Design ip_hdr_gen, sky130hd; sources not shown.
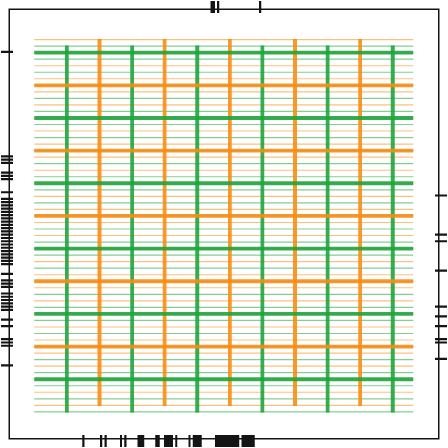
run_1/pdn.png
Pins as bars on the die edge.
legend:
  green:
    net: VSS
  orange:
    net: VDD
met4 straps: 11
signal pins: 96
met1 rails: 58
DIE WIDTH: 178 um
core area: 24500 um^2

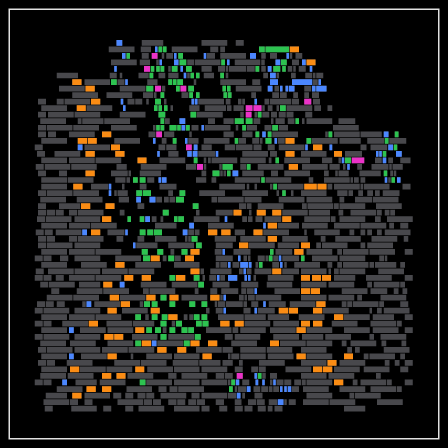
run_1/gate_families.png
legend:
  green:
    family: inverting AOI/OAI gates
    cells: 134
  blue:
    family: NOR gates
    cells: 107
  magenta:
    family: AND-OR and OR-AND gates
    cells: 13
    where: top centre
  orange:
    family: multiplexers
    cells: 96
Top cell excl fill/tap: edfxtp_1
Post-Layout Cell Count: 1421

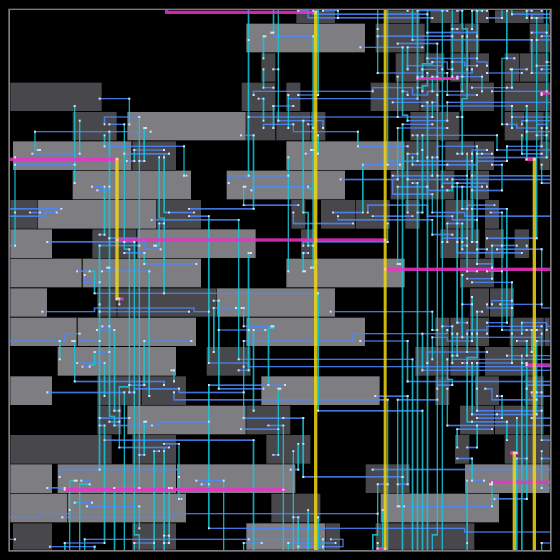
run_1/zoom.png
Window x 20 to 70, y 109 to 159 um. Cells in grey, sequential cells in the stronger grey; small squares are vias.
legend:
  cyan:
    layer: met2
  yellow:
    layer: met4
  blue:
    layer: met1
  magenta:
    layer: met3
sequential cells in the window: 24
cells with their middle in the window: 104
most frequent: edfxtp_1 (23), mux2_2 (12), ha_1 (9)

==> metrics.yaml, run 1 <==
status:
  outcome: "completed"
final_layout:
  clock_area_frac: 0.0702
  final-nonclk-buf-share: 0.0661
worst_hold_path:
  hold_class: "flip-flop to flip-flop"
timing:
  fin_crit_sh: 0.815
logic_synthesis:
  syn-cell-area_um2: 13300
  yosys_area_um2: 13300
  edf_count: 260
  synth_top_cell_by_area: "edfxtp_1"
  yosys.area.top_type_share: 0.588
clocking:
  post_cts_buffers: 0
detailed_routing:
  drt_iter0_markers: 702
  drtAntennaViolNets: 0
  drc: 0
setup_path:
  critical_path.cell_chain: "inv_1 > ha_1 > nor2b_1 > and2_1 > a22oi_1 > nand2_1 > nor4_1 > inv_1 > ha_1 > a21o_1 > a21oi_1 > o21ai_0 > a21o_1 > a21oi_1 > or3_1 > a21oi_1"
  endpoint_kind: "flip-flop"
  reg2reg_slack_ps: 960
  crit_path_start_kind: "flip-flop"
  crit_buf_inv: 2
global_route:
  track_usage: 0.186
[run 1: worst register-to-register path: cells and delay by family (launching register included)]
family	cells	cell delay [ps]
DFF	1	400
adders and majority gates	2	540
AOI/OAI and AO/OA	7	1480
and+or+nand+nor	5	1240
buffers and inverters	2	190
[run 1: power breakdown]
part | total [W] | internal (W) | switching [W] | leakage (nW)
logic | 0.00206 | 0.000827 | 0.00123 | 2.20
clock network | 0.00235 | 0.00144 | 0.000906 | 0.522
registers | 0.00385 | 0.00344 | 0.000413 | 2.64
[run 1: per-stage QoR]
step / hold WS (ps) / total power, W
global placement: 368 / 0.00590
finish: 382 / 0.00826
global route: 397 / 0.00869
floorplan: 345 / 0.00530
detailed placement: 375 / 0.00596
CTS: 383 / 0.00831
run_1/registers.png
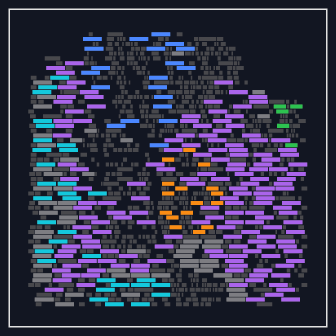

==> run 2, diff against run 1 <==
==> config.mk (replaced) <==
export PLATFORM = sky130hd
export DESIGN_NAME = ip_hdr_gen
export DESIGN_NICKNAME = d
export VERILOG_FILES = /design/src/rtl/ip_hdr_gen.sv
export SDC_FILE = /design/constraint.sdc
export NUM_CORES = 1
export LEC_CHECK = 0
export ABC_CLOCK_PERIOD_IN_PS = 4300
export CAP_MARGIN = 10
export CORE_MARGIN = 10
export CORE_UTILIZATION = 59
export CTS_CLUSTER_SIZE = 20
export DETAILED_ROUTE_END_ITERATION = 8
export PLACE_DENSITY = 0.78
export SYNTH_ARGS = -nofsm -noshare
export SYNTH_HDL_FRONTEND = slang
export SYNTH_SLANG_ARGS = --single-unit
==> constraint.sdc (replaced) <==
create_clock -name clk -period 4.3 [get_ports clk]
set_clock_uncertainty 0.1 [all_clocks]
set_input_delay 0.43 -clock clk [delete_from_list [all_inputs] [get_ports clk]]
set_output_delay 0.43 -clock clk [all_outputs]
set_load 0.02 [all_outputs]
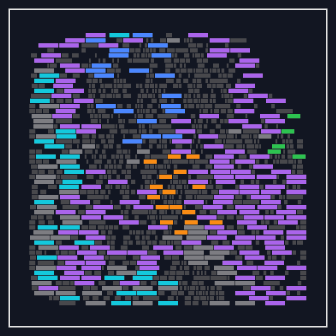
run_2/registers.png
legend:
  purple:
    name_in_the_netlist: `shreg`
    sequential_cells: 160
    where: all over the die
  blue:
    name_in_the_netlist: `acc`
    sequential_cells: 20
    where: top centre
  green:
    name_in_the_netlist: `beat_idx`
    sequential_cells: 5
    where: middle right
  cyan:
    name_in_the_netlist: `sa_r`
    sequential_cells: 32
  orange:
    name_in_the_netlist: `id`
    sequential_cells: 16
    where: centre
Seq. cell area: 8370 um^2
P_seq: 0.00464 W
sequential share of cell area: 0.535
Final Util: 0.712

==> run 2 against run 1 <==
Against the previous run: fmax rose by 5.8%; register-to-register slack got worse by 670 ps; worst hold slack got worse by 65 ps; critical path type unchanged; combinational power rose by 23%; sequential power rose by 21%; highest routed layer unchanged.
==> metrics.yaml, run 2 <==
logic_synthesis:
  syn-cell-area_um2: 13300
  synth_top_cell_by_area: "edfxtp_1"
  edf_count: 260
  avgSynthCellArea_um2: 13.5
  yosys.area.top_type_share: 0.588
  async_flop_share: 0
  ys_seq_share: 0.631
  yosysWarnings: 0
  area_leaders: "edfxtp_1 (59%), mux2_2 (7.9%), dfxtp_1 (4.2%)"
  yosys_area_um2: 13300
power_and_ir_drop:
  p_switching_w: 0.00309
  p_clk_frac: 0.271
  p_comb_w: 0.00254
  internal_power_w: 0.00675
  switching_share: 0.314
  seq_power_share: 0.471
  clk-power_w: 0.00267
  power.total_w: 0.00985
  comb_power_share: 0.258
  power-top-group: "sequential cells"
floorplan:
  core_um2: 22000
  dieWidth_um: 170
clocking:
  htree_levels: 1
final_layout:
  instances_no_fill: 1385
  layout_top_cell: "edfxtp_1"
detailed_routing:
  vias_per_cell: 5.94
  drc: 0
  drtAntennaViolNets: 0
  met3_length_um: 2320
  drt_iter0_markers: 811
status:
  outcome: "completed"
timing:
  fin_crit_sh: 0.932
  whs_ps: 317
  finalCriticalPeriod_ps: 4010
flow_run:
  drv_cap: 0
global_route:
  track_usage: 0.199
setup_path:
  endpoint_kind: "flip-flop"
  crit_buf_inv: 3
  arrival_ps: 4310
  critical_path.cell_chain: "inv_1 > ha_1 > nor2b_1 > nor2b_1 > buf_4 > a22oi_1 > nand3_1 > ha_1 > inv_1 > fa_1 > nor2b_1 > o21a_1 > o21ai_0 > a21oi_2 > a31oi_1 > or3_1 > a21oi_1"
  crit_path_start_kind: "flip-flop"
  reg2reg_slack_ps: 290
worst_hold_path:
  hold_class: "input pin to flip-flop"
==> run 2: cell counts after synthesis <==
No cell type changed its count.
==> run 2: what timing repair did <==
item,4_1_cts,5_1_grt
setup buffers,0,0
setup endpoints to repair,0,2
resized,0,3
==> run 2: final cells by class <==
type | count | share of cell area
Clock buffer | 44 | 0.0573
Clock inverter | 12 | 0.00968
Inverter | 21 | 0.00504
Multi-Input combinational cell | 629 | 0.300
Sequential cell | 288 | 0.535
Tap cell | 280 | 0.0224
Timing Repair Buffer | 111 | 0.0701
==> run 2: metal layers <==
metal	vias to the layer above	global-route usage
met3	47	0.0389
met1	4011	0.274
met2	311	0.316
met5	-	0
li1	3864	-
met4	0	0.0564
No activity file was given, so power comes from the tool's default toggle rates.
